$ cat src/rtl/ud_counter_arbiter_pkg.sv
// Shared definitions for the up/down counter arbiter: op encoding, FSM states
// and the saturation-guard predicate.
package ud_counter_arbiter_pkg;

   localparam logic [1:0] OP_NOP  = 2'b00;
   localparam logic [1:0] OP_INC  = 2'b01;
   localparam logic [1:0] OP_DEC  = 2'b10;
   localparam logic [1:0] OP_LOAD = 2'b11;

   typedef enum logic {
      IDLE  = 1'b0,
      ISSUE = 1'b1
   } state_e;

   // True when the op would push the counter past either end of its range.
   function automatic logic sat_refuse(input logic [1:0] op,
                                       input logic       at_max,
                                       input logic       at_zero);
      return ((op == OP_INC) && at_max) || ((op == OP_DEC) && at_zero);
   endfunction

endpackage

$ cat src/rtl/ud_counter_arbiter_rr_arbiter.sv
// Combinational round-robin picker: first set request at or above ptr_i,
// wrapping modulo N_REQ. The pointer register lives in the parent.
module ud_counter_arbiter_rr_arbiter #(
   parameter  int N_REQ = 4,
   localparam int IDX_W = $clog2(N_REQ)
) (
   input  logic [N_REQ-1:0] req_i,
   input  logic [IDX_W-1:0] ptr_i,
   output logic [N_REQ-1:0] win_oh_o,
   output logic [IDX_W-1:0] win_idx_o,
   output logic             valid_o
);

   logic [IDX_W:0]   sum;
   logic [IDX_W-1:0] cand;

   // Walk offsets from farthest to nearest so the nearest hit is written last.
   always_comb begin
      sum       = '0;
      cand      = '0;
      win_idx_o = '0;
      valid_o   = 1'b0;
      for (int k = N_REQ - 1; k >= 0; k--) begin
         sum = {1'b0, ptr_i} + (IDX_W + 1)'(k);
         if (sum >= (IDX_W + 1)'(N_REQ)) begin
            sum = sum - (IDX_W + 1)'(N_REQ);
         end
         cand = sum[IDX_W-1:0];
         if (req_i[cand]) begin
            win_idx_o = cand;
            valid_o   = 1'b1;
         end
      end
   end

   for (genvar gi = 0; gi < N_REQ; gi++) begin : g_onehot
      assign win_oh_o[gi] = valid_o && (win_idx_o == IDX_W'(gi));
   end

endmodule

$ cat src/rtl/ud_counter_arbiter.sv
// Round-robin front end that shares one up/down counter SFR among N_REQ
// requesters, issuing one registered ld/incr/decr strobe every two cycles.
module ud_counter_arbiter
   import ud_counter_arbiter_pkg::*;
#(
   parameter int N_REQ    = 4,
   parameter int SIZE     = 5,
   parameter int SATURATE = 1
) (
   input  logic                   clk,
   input  logic                   rst_n,
   input  logic [N_REQ-1:0]       req,
   input  logic [2*N_REQ-1:0]     op,
   input  logic [N_REQ*SIZE-1:0]  data,
   input  logic [SIZE-1:0]        cnt_q,
   output logic                   cnt_ld,
   output logic                   cnt_incr,
   output logic                   cnt_decr,
   output logic [SIZE-1:0]        cnt_d,
   output logic [N_REQ-1:0]       gnt,
   output logic                   err,
   output logic                   busy
);

   localparam int IDX_W = $clog2(N_REQ);

   state_e             state_q;
   logic [IDX_W-1:0]   ptr_q;
   logic [IDX_W-1:0]   ptr_d;
   logic [N_REQ-1:0]   gnt_q;
   logic               err_q;
   logic               busy_q;
   logic               ld_q;
   logic               incr_q;
   logic               decr_q;
   logic [SIZE-1:0]    cnt_d_q;

   logic [1:0]         op_arr   [N_REQ];
   logic [SIZE-1:0]    data_arr [N_REQ];

   logic [N_REQ-1:0]   win_oh;
   logic [IDX_W-1:0]   win_idx;
   logic               win_valid;
   logic [1:0]         win_op;
   logic [SIZE-1:0]    win_data;
   logic               refuse;

   for (genvar gi = 0; gi < N_REQ; gi++) begin : g_unpack
      assign op_arr[gi]   = op[2*gi +: 2];
      assign data_arr[gi] = data[SIZE*gi +: SIZE];
   end

   ud_counter_arbiter_rr_arbiter #(
      .N_REQ (N_REQ)
   ) u_rr (
      .req_i     (req),
      .ptr_i     (ptr_q),
      .win_oh_o  (win_oh),
      .win_idx_o (win_idx),
      .valid_o   (win_valid)
   );

   assign win_op   = op_arr[win_idx];
   assign win_data = data_arr[win_idx];
   assign ptr_d    = (win_idx == IDX_W'(N_REQ - 1)) ? '0 : win_idx + 1'b1;

   // cnt_q is sampled in IDLE; the previous op has already landed by then.
   assign refuse   = (SATURATE != 0) && sat_refuse(win_op, &cnt_q, ~|cnt_q);

   always_ff @(posedge clk or negedge rst_n) begin
      if (!rst_n) begin
         state_q <= IDLE;
         ptr_q   <= '0;
         gnt_q   <= '0;
         err_q   <= 1'b0;
         busy_q  <= 1'b0;
         ld_q    <= 1'b0;
         incr_q  <= 1'b0;
         decr_q  <= 1'b0;
         cnt_d_q <= '0;
      end else begin
         case (state_q)
            IDLE: begin
               if (win_valid) begin
                  state_q <= ISSUE;
                  ptr_q   <= ptr_d;
                  gnt_q   <= win_oh;
                  busy_q  <= 1'b1;
                  err_q   <= refuse;
                  ld_q    <= (win_op == OP_LOAD);
                  incr_q  <= (win_op == OP_INC) && !refuse;
                  decr_q  <= (win_op == OP_DEC) && !refuse;
                  if (win_op == OP_LOAD) begin
                     cnt_d_q <= win_data;
                  end
               end
            end
            ISSUE: begin
               state_q <= IDLE;
               gnt_q   <= '0;
               err_q   <= 1'b0;
               busy_q  <= 1'b0;
               ld_q    <= 1'b0;
               incr_q  <= 1'b0;
               decr_q  <= 1'b0;
            end
         endcase
      end
   end

   assign cnt_ld   = ld_q;
   assign cnt_incr = incr_q;
   assign cnt_decr = decr_q;
   assign cnt_d    = cnt_d_q;
   assign gnt      = gnt_q;
   assign err      = err_q;
   assign busy     = busy_q;

endmodule

$ cat config.mk
export PLATFORM = sky130hd
export DESIGN_NAME = ud_counter_arbiter
export DESIGN_NICKNAME = d
export VERILOG_FILES = /design/src/rtl/ud_counter_arbiter_pkg.sv /design/src/rtl/ud_counter_arbiter_rr_arbiter.sv /design/src/rtl/ud_counter_arbiter.sv
export SDC_FILE = /design/constraint.sdc
export NUM_CORES = 1
export LEC_CHECK = 0
export CORE_UTILIZATION = 25
export CTS_BUF_LIST = sky130_fd_sc_hd__clkbuf_16
export DETAILED_ROUTE_END_ITERATION = 6
export PLACE_DENSITY = 0.51
export SKIP_LAST_GASP = 1
export SLEW_MARGIN = 5
export SYNTH_ARGS = -nofsm -noshare
export SYNTH_HDL_FRONTEND = slang
export SYNTH_SLANG_ARGS = --single-unit
$ cat constraint.sdc
create_clock -name clk -period 4 [get_ports clk]
set_input_delay 1 -clock clk [delete_from_list [all_inputs] [get_ports clk]]
set_output_delay 1 -clock clk [all_outputs]
set_load 0.03 [all_outputs]
Figure 1. Clock nets.
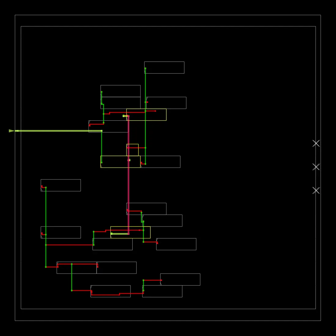
worst setup skew after layout: 0.006053 ns
sinks on the clock net: 17

Figure 2. Routed metal, one colour a layer.
(4 px per um)
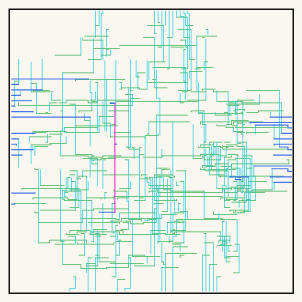
[metal 3] blue | wire length: 164 um
[metal 2] cyan | wire length: 1440 um
[metal 4] magenta | wire length: 27.2 um
[metal 1] green | wire length: 1380 um

Figure 3. Local utilization.
(6 px per um) 7 x 7 tiles, from black (low) to pale yellow (high), 0 to 100% covered.
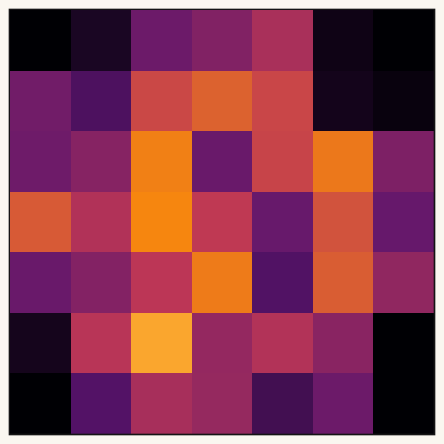
fullest tile: 81%
tiles over 75% full: 2.0%
mean over tiles: 36%

Figure 4. Cell classes on the final placement.
(4 px per um)
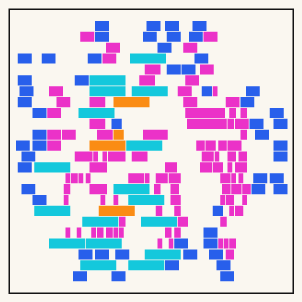
[flops] cyan | cells: 17 | share of their area: 24%
[combinational and other logic] magenta | cells: 96 | share of their area: 41%
[clock drivers and dummy loads] orange | cells: 4 | share of their area: 4.7%
[other buffers and delay cells] blue | cells: 55 | share of their area: 31%

Figure 5. Pin placement.
(6 px per um) Pins as bars across the die edge, other pins in grey.
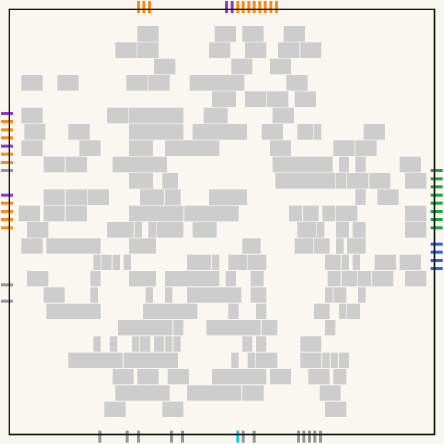
[cnt_d] purple | pins: 5 | direction: output | edge: 3 west, 2 north
[cnt_incr] cyan | pins: 1 | direction: output | edge: south
[data] orange | pins: 20 | direction: input | edge: 11 north, 9 west
[op] green | pins: 8 | direction: input | edge: east
[req] blue | pins: 4 | direction: input | edge: east
all pins by edge: 15 west, 13 south, 13 north, 12 east

==> metrics.log <==
[report] implementation figures
INFO  metric status = complete, but fails checks
INFO  metric violations_in_the_final_reports = DRC
INFO  metric final_antenna_net_count = 0
INFO  metric cts_inserted_buffers = 3
INFO  metric period_needed = 3.249 ns
INFO  metric cts.hold.buffers_added = 0
INFO  metric tcrit_tclk_final = 0.8122
INFO  metric worst_setup_path_start_kind = primary input
INFO  metric postCtsSetupBuffers = 0
INFO  metric crit_arrival = 3.37 ns
INFO  metric max_slew_margin = 0.4854
INFO  metric gp_congestion = 0.8359
INFO  metric grt_util_all_layers = 0.1309
INFO  metric layout.area.seq = 425.4 sq um
INFO  metric regToRegSetupSlack = 1.65 ns
INFO  metric instances_no_fill = 224
INFO  metric ant_diodes = 0
INFO  metric ys_cells = 120
INFO  metric seq-cell-share = 0.2318
INFO  metric final_net_count = 216
INFO  metric fin_total_pwr = 0.001119 W
INFO  metric drc = 6
INFO  metric max_cap_viol_count = 0
INFO  metric grt_overflow = 0
INFO  metric whs = 0.5036 ns
INFO  metric tap_cells = 52
INFO  metric total_leakage_power = 0.7491 nW
INFO  metric lay_top_cells = clkdlybuf4s50_1, nand2_1, dfrtp_1, mux2i_1
INFO  metric comb_area = 711.9 sq um
INFO  metric setup_viol = 0
INFO  metric ir_drop = 0.2721 mV
INFO  metric synth_area = 1177 sq um
INFO  metric seq_area_frac_synth = 0.3613
INFO  metric power_density = 609.6 nW/um^2
INFO  metric nonClockInverterCount = 2
INFO  metric synthesis.area_per_instance = 9.811 sq um
INFO  metric layout_top_cell_excl_fill_tap = clkdlybuf4s50_1
INFO  metric avgRoutedWirePerCell = 13.46 um
INFO  metric flop_count = 17
INFO  metric num_rows = 24
INFO  metric area_share_nonclk_buffers = 0.2958
INFO  metric critPathKind = primary input to flip-flop
INFO  metric clock_tree_from_tritoncts = built
INFO  metric grt_pass1_wl = 5368 um
INFO  metric cts.clk_slew.worst_paths = 0.05 ns
INFO  metric sh_comb_area = 0.3879
INFO  metric postRouteWirelength = 3014 um
INFO  metric num_io_pins = 53
INFO  metric clock_path_buffers = 2
INFO  metric finish.instance_area = 1836 sq um
INFO  metric type_of_the_tightest_min_delay_check = flip-flop to flip-flop
INFO  metric die-width = 70.63 um
INFO  metric crit_path_max_incr_delay = 0.64 ns
INFO  metric end_kind = flip-flop
INFO  metric non_clock_buffer_count = 55
INFO  metric place_hpwl = 2386 um
INFO  metric post_route_cells_drive_above_1_share = 0.06977
INFO  metric yosys_warnings = 0
INFO  metric xor_share = 0
INFO  metric post_synth_inst_count = 120
INFO  metric report.final.hold_viol_count = 0
INFO  metric synth_cell_types = 31
==> registers in the layout, summed over array words and instances (netlist names) <==
name and cells:
cnt_decr 1, cnt_d 5, err 1, busy 1, state_q 1, cnt_incr 1
ptr_q 2, gnt 4, cnt_ld 1
==> cell usage after synthesis, drive strengths merged <==
library cell	count	area [sq um]
or4b	1	10.01
nand3b	2	15.01
a21oi	7	35.03
a32oi	2	55.05
a21bo	2	20.02
ha	4	50.05
nand2	17	63.81
inv	2	7.510
o21bai	1	7.510
a221oi	2	17.52
mux2	7	78.82
dfrtp	17	425.4
clkbuf	3	12.51
nor3	2	10.01
and2	1	6.260
nor3b	2	15.01
or3b	1	8.760
nand3	8	52.55
or3	1	6.260
and3	1	6.260
nand4b	2	17.52
a211o	1	8.760
nor4	3	18.77
or4	1	7.510
nor2b	4	25.02
mux2i	15	150.1
buf	4	20.02
nor2	7	26.28
==> layer usage <==
metal / track usage / part of all wire / up-vias / routed length, um
met5: 0 / 0 / - / 0
met4: 0.03556 / 0.0090 / 0 / 27
met3: 0.01852 / 0.054 / 3 / 163
met2: 0.2309 / 0.48 / 34 / 1438
met1: 0.1683 / 0.46 / 500 / 1384
li1: - / - / 538 / -
==> worst paths after layout <==
check / endpoint / from / cells after the start
hold / removal: cnt_d[1] / cnt_d[1] / 1
max in group asynchronous: cnt_d[0] / rst_n / 1
hold reg to reg: cnt_d[1] / cnt_d[1] / 1
setup reg to reg: cnt_d[2] / ptr_q[1] / 5
min in group asynchronous: gnt[0] / rst_n / 1
setup / recovery: cnt_d[2] / req[2] / 7
==> power by group <==
part	internal [W]	total [W]	leakage, nW	switching, W
clock	0.000135	0.000202	0.0371	0.0000676
combinational	0.000300	0.000630	0.498	0.000330
sequential	0.000236	0.000287	0.214	0.0000507
Power figures rest on the tool's default switching activity, not on a simulated workload.
